Figure 1. Placed cells, one color a class (run 1).
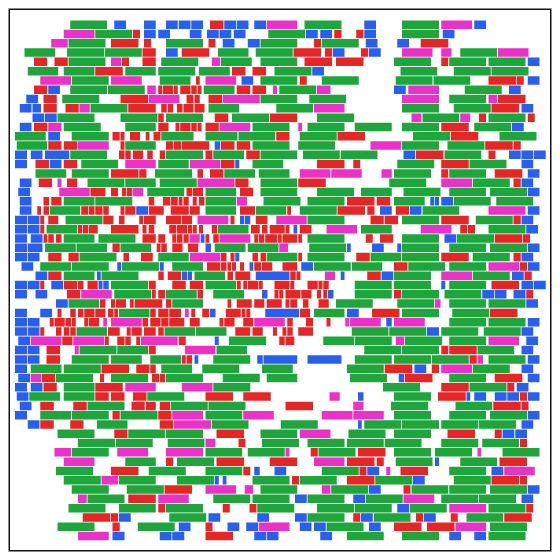
Figure 2. Where the registers sit (run 1).
The bar under the picture is 50 µm long. Other sequential cells in the stronger gray, the rest of the logic in the fainter gray.
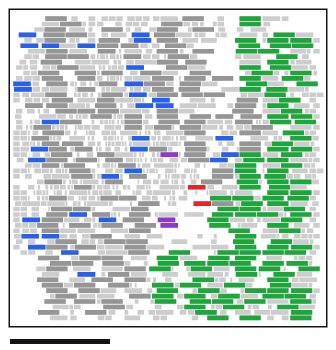
Figure 3. Clock wires, drivers and flops (run 1).
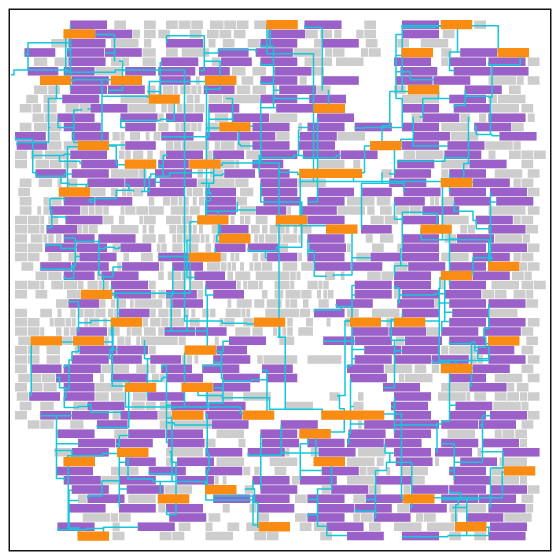
==> config.mk <==
export PLATFORM = sky130hd
export DESIGN_NAME = ifetch_prefetch_queue
export DESIGN_NICKNAME = d
export VERILOG_FILES = /design/src/rtl/ifetch_prefetch_queue.sv
export SDC_FILE = /design/constraint.sdc
export NUM_CORES = 1
export LEC_CHECK = 0
export CORE_MARGIN = 1
export CORE_UTILIZATION = 56
export CTS_CLUSTER_DIAMETER = 30
export DETAILED_ROUTE_END_ITERATION = 7
export GPL_TIMING_DRIVEN = 0
export MAX_ROUTING_LAYER = met4
export PLACE_DENSITY = 0.81
export SLEW_MARGIN = 20
export SYNTH_ARGS = -nofsm -noshare
export SYNTH_HDL_FRONTEND = slang
export SYNTH_SLANG_ARGS = --single-unit
==> constraint.sdc <==
create_clock -name clk -period 3.9 [get_ports clk]
set_input_delay 0.39 -clock clk [delete_from_list [all_inputs] [get_ports clk]]
set_output_delay 0.39 -clock clk [all_outputs]
set_load 0.05 [all_outputs]
==> results.py, run 1 <==
# Generated from Yosys and OpenROAD reports
metrics = {
    "die": {
        "fp_util": 0.5752,
        "fp.dieH_um": 158.0,
        "dieArea_um2": 24950,
    },
    "synthesis": {
        "async_flop_share": 0.2219,
        "synth_cell_type_count": 38,
        "flop_cell": "edfxtp_1",
        "ys_warn_count": 0,
        "ys_top_cells_by_count": "edfxtp_1, dfrtp_1, and2_1, mux4_2, mux2_2",
        "synth.area.top_cells": "edfxtp_1, dfrtp_1, mux4_2, mux2_2, and2_1",
        "ys_sh_simple": 0.07688,
        "synth.most_common_cell": "edfxtp_1",
    },
    "cells_and_area": {
        "final-comb-area_um2": 3916,
        "drive_gt1_frac": 0.2405,
    },
    "placement": {
        "io_buffers": 165,
        "placed_area_um2": 15810,
        "place_ws_ns": 0.6039,
    },
    "timing": {
        "worst_slew_pin_slew_ns": 0.7260,
        "slew_headroom": 0.5160,
        "fin_ws_ns": 0.1358,
        "period_needed_ns": 3.764,
    },
    "routing": {
        "drt_first_pass_iters": 5,
        "route.detailed.drc": 0,
        "detail_route.wl_per_cell_um": 21.76,
        "vias": 7873,
    },
    "worst_setup_path": {
        "timing.reg2reg.setup_slack_ns": 0.78,
        "critPathSlowestCell": "clkdlybuf4s50_1",
        "crit_required_ns": 3.51,
        "crit_path_max_incr_delay_ns": 0.71,
        "endpoint_kind": "output pin",
    },
    "global_route": {
        "antenna_found_initial": 0,
        "grt_pass1_vias": 8365,
    },
    "outcome": {
        "status": "finished, final reports clean",
    },
    "clock_network": {
        "cts.path.max_buffers": 3,
        "cts.sinks": 329,
        "cts_tree": "done",
    },
    "flow_run": {
        "warnings": 34,
    },
    "power": {
        "vdd_ir_drop_max_v": 0.0004516,
        "p_leak_uw": 0.006187,
    },
}
About Figure 1:
legend:
  green:
    class: sequential cells
    cells: 329
  blue:
    class: remaining buffers and delay cells
    cells: 208
  magenta:
    class: clock drivers and dummy loads
    cells: 102
  red:
    class: combinational and other logic
    cells: 417
flop share of the area: 0.5367
core area: 23680 µm²
final instance area: 17730 µm²

About Figure 2:
legend:
  green:
    signal: `r_inst_mem`
    flops: 128
  blue:
    signal: `r_drop_addr`
    flops: 32
  purple:
    signal: `r_count`
    flops: 3
  red:
    signal: `r_rd_ptr`
    flops: 2
not colored: 164
post-layout util: 0.7487
Flop area: 9517 µm²
Seq group: 4400 µW

About Figure 3:
legend:
  cyan:
    item: clock wires
    length: 3910 µm
  purple:
    item: flip-flops
    count: 329
  orange:
    item: clock drivers
    count: 55
routed clock nets: 56
flops lie: widely spread
Clk network pwr share: 0.456
worst-skew pair later-pin latency: 0.55 ns

## run 1: worst max-delay path: cells and delay by family, from the launching register on
family                     cells  cell delay (ns)
adders and majority gates      1             0.16
buffers and inverters          4             1.80
DFF                            1             0.42
muxes                          1             0.44
## run 1: power breakdown
group	internal, µW	leakage, µW	switching [µW]	total, µW
Combinational	612	0.00206	828	1440
Sequential	4180	0.00322	223	4400
Clock	3200	0.000909	1690	4890
Total	7990	0.00619	2740	10700
## run 1: per-stage QoR
stage | power (µW) | setup TNS (ns)
after floorplan | 5340 | 0
after global placement | 5818 | -231.05
after detailed placement | 5879 | 0
after CTS | 10790 | 0
after global routing | 11060 | 0
final | 10730 | 0
## run 1: cells by family after synthesis
kind of cell,Yosys count
adders and majority gates,13
xor gates and xnor gates,34
AOI/OAI and AO/OA,44
buffers and inverters,49
DFF,329
and+or+nand+nor,186
muxes,129
## run 1: metal layers
| metal | global-route usage | share of wire | routed length, µm |
|---|---|---|---|
| met5 | - | 0 | 0 |
| met4 | 0.08471 | 0.022 | 650 |
| met1 | 0.3303 | 0.41 | 12290 |
| met3 | 0.05393 | 0.069 | 2079 |
| met2 | 0.4158 | 0.50 | 14900 |
## run 1: what timing repair did
item,in CTS,in global routing
hold endpoints to repair,35,0
hold buffers,1,0
endpoints found under the setup margin,0,20
gates resized,0,3
## run 1: cell type report
| type | count | area share |
|---|---|---|
| plain buffers | 37 | 0.008750 |
| clock inverters | 40 | 0.02696 |
| flip-flops and latches | 329 | 0.5367 |
| multi-input cells | 406 | 0.2209 |
| repair buffers | 171 | 0.1011 |
| inverters | 11 | 0.002329 |
| clock buffers | 62 | 0.08080 |
| well taps | 319 | 0.02251 |
Figure 4. Sizing map (run 1).
The bar under the picture is 50 µm long.
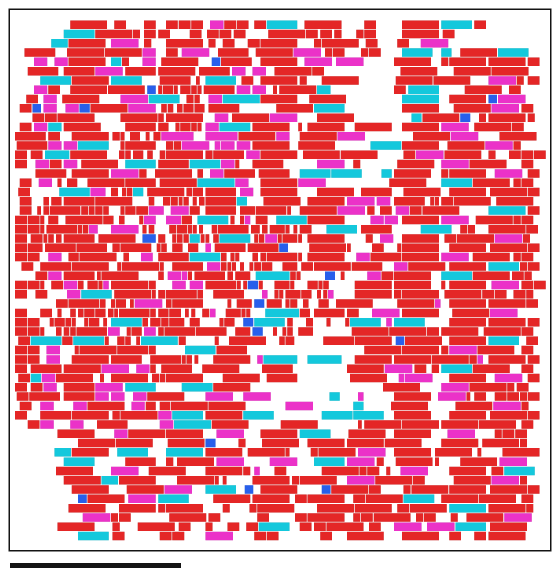

==> run 2: changes to the inputs <==
- CORE_UTILIZATION: 56 -> 25
- PLACE_DENSITY: 0.81 -> 0.43
Figure 5. Sizing map (run 2).
The bar under the picture is 50 µm long.
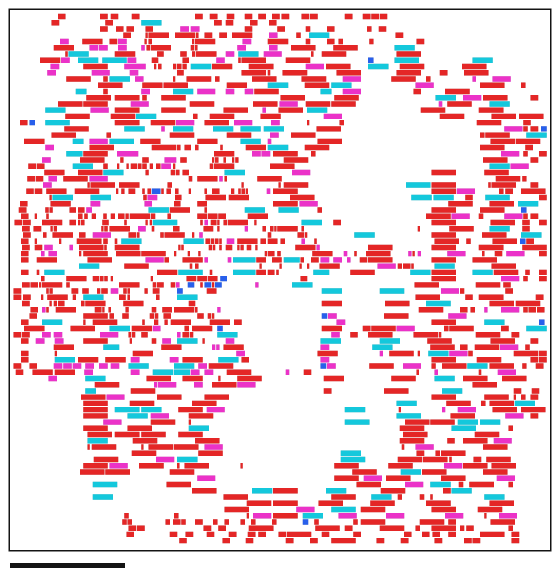
legend:
  magenta:
    size: _2 cells
    cells: 172
    share: 15%
    most_used: mux4_2
  red:
    size: _0 and _1 cells
    cells: 817
    share: 73%
    most_used: edfxtp_1
  blue:
    size: _3 and _4 cells
    cells: 16
    share: 1.4%
    most_used: clkinvlp_4
  cyan:
    size: _6 and larger
    cells: 120
    share: 11%
    most_used: clkbuf_16
final instance area: 19460 µm²
Final WS setup: 0.1449 ns
nonclk buf count: 208
Synth-to-Final Area Change: 42.90%

==> results.py, run 2 <==
# Generated from Yosys and OpenROAD reports
metrics = {
    "worst_setup_path": {
        "endpoint_kind": "output pin",
        "crit_path_max_incr_delay_ns": 0.83,
        "crit_required_ns": 3.51,
    },
    "cells_and_area": {
        "final-comb-area_um2": 3916,
        "ff_latch_area_um2": 9517,
    },
    "flow_run": {
        "warnings": 35,
    },
    "power": {
        "vdd_ir_drop_max_v": 0.0003083,
        "pwr-share-clk": 0.562,
        "power_combinational_uw": 1450,
        "seqPwrFrac": 0.329,
        "internal_power_uw": 10060,
        "pg_seq_uw": 4400,
    },
    "synthesis": {
        "ys_top_cells_by_count": "edfxtp_1, dfrtp_1, and2_1, mux4_2, mux2_2",
        "synth_cell_type_count": 38,
    },
    "timing": {
        "period_needed_ns": 3.755,
        "worst_slew_pin_slew_ns": 0.7110,
    },
    "routing": {
        "drt_first_pass_iters": 6,
    },
    "placement": {
        "place_ws_ns": 0.3555,
    },
    "die": {
        "dieArea_um2": 55420,
        "fp_util": 0.2531,
    },
    "outcome": {
        "status": "finished, final reports clean",
    },
}
==> run 2: layout make-up <==
| class | instances | share of cell area |
|---|---|---|
| Multi-Input combinational cell | 406 | 0.2012 |
| Tap cell | 696 | 0.04474 |
| Buffer | 37 | 0.008614 |
| Timing Repair Buffer | 171 | 0.09115 |
| Inverter | 11 | 0.002121 |
| Antenna cell | 1 | 0.0001286 |
| Clock inverter | 57 | 0.03857 |
| Clock buffer | 114 | 0.1246 |
| Sequential cell | 329 | 0.4889 |
==> run 2: stage by stage <==
step | hold WS [ns] | power (µW) | utilization | std cells
after floorplan | 0.09441 | 5340 | - | 784
after global placement | 0.4632 | 5913 | 0.3000 | 1645
after CTS | 0.1637 | 13560 | 0.3615 | 1821
after detailed placement | 0.4293 | 5941 | 0.3023 | 1650
final | 0.2042 | 13350 | 0.3617 | 1822
after global routing | 0.1982 | 13850 | 0.3617 | 1822
==> run 2: logic make-up (layout without fill, tap and decap cells) <==
logic type | after synthesis | in the layout | share of synthesized area
adders and majority gates | 13 | 13 | 0.01194
muxes | 129 | 129 | 0.1593
AOI/OAI and AO/OA | 44 | 44 | 0.01681
other | 0 | 1 | 0
DFF | 329 | 329 | 0.6986
and+or+nand+nor | 186 | 186 | 0.07688
buffers and inverters | 49 | 390 | 0.01460
xor gates and xnor gates | 34 | 34 | 0.02186
==> run 2: metal layers <==
layer | routed length (µm) | track usage | vias up
met3 | 1747 | 0.03870 | 67
met4 | 776 | 0.05150 | 0
met2 | 17540 | 0.2172 | 207
met5 | 0 | - | -
met1 | 16240 | 0.1679 | 3976
li1 | - | - | 3582
==> run 2: repair_timing <==
item / CTS / global route
hold endpoints to repair: 37 / 0
gates resized: 4 / 5
setup endpoints to repair: 78 / 11
hold buffers: 1 / 0
Power figures rest on the tool's default switching activity, not on a simulated workload.
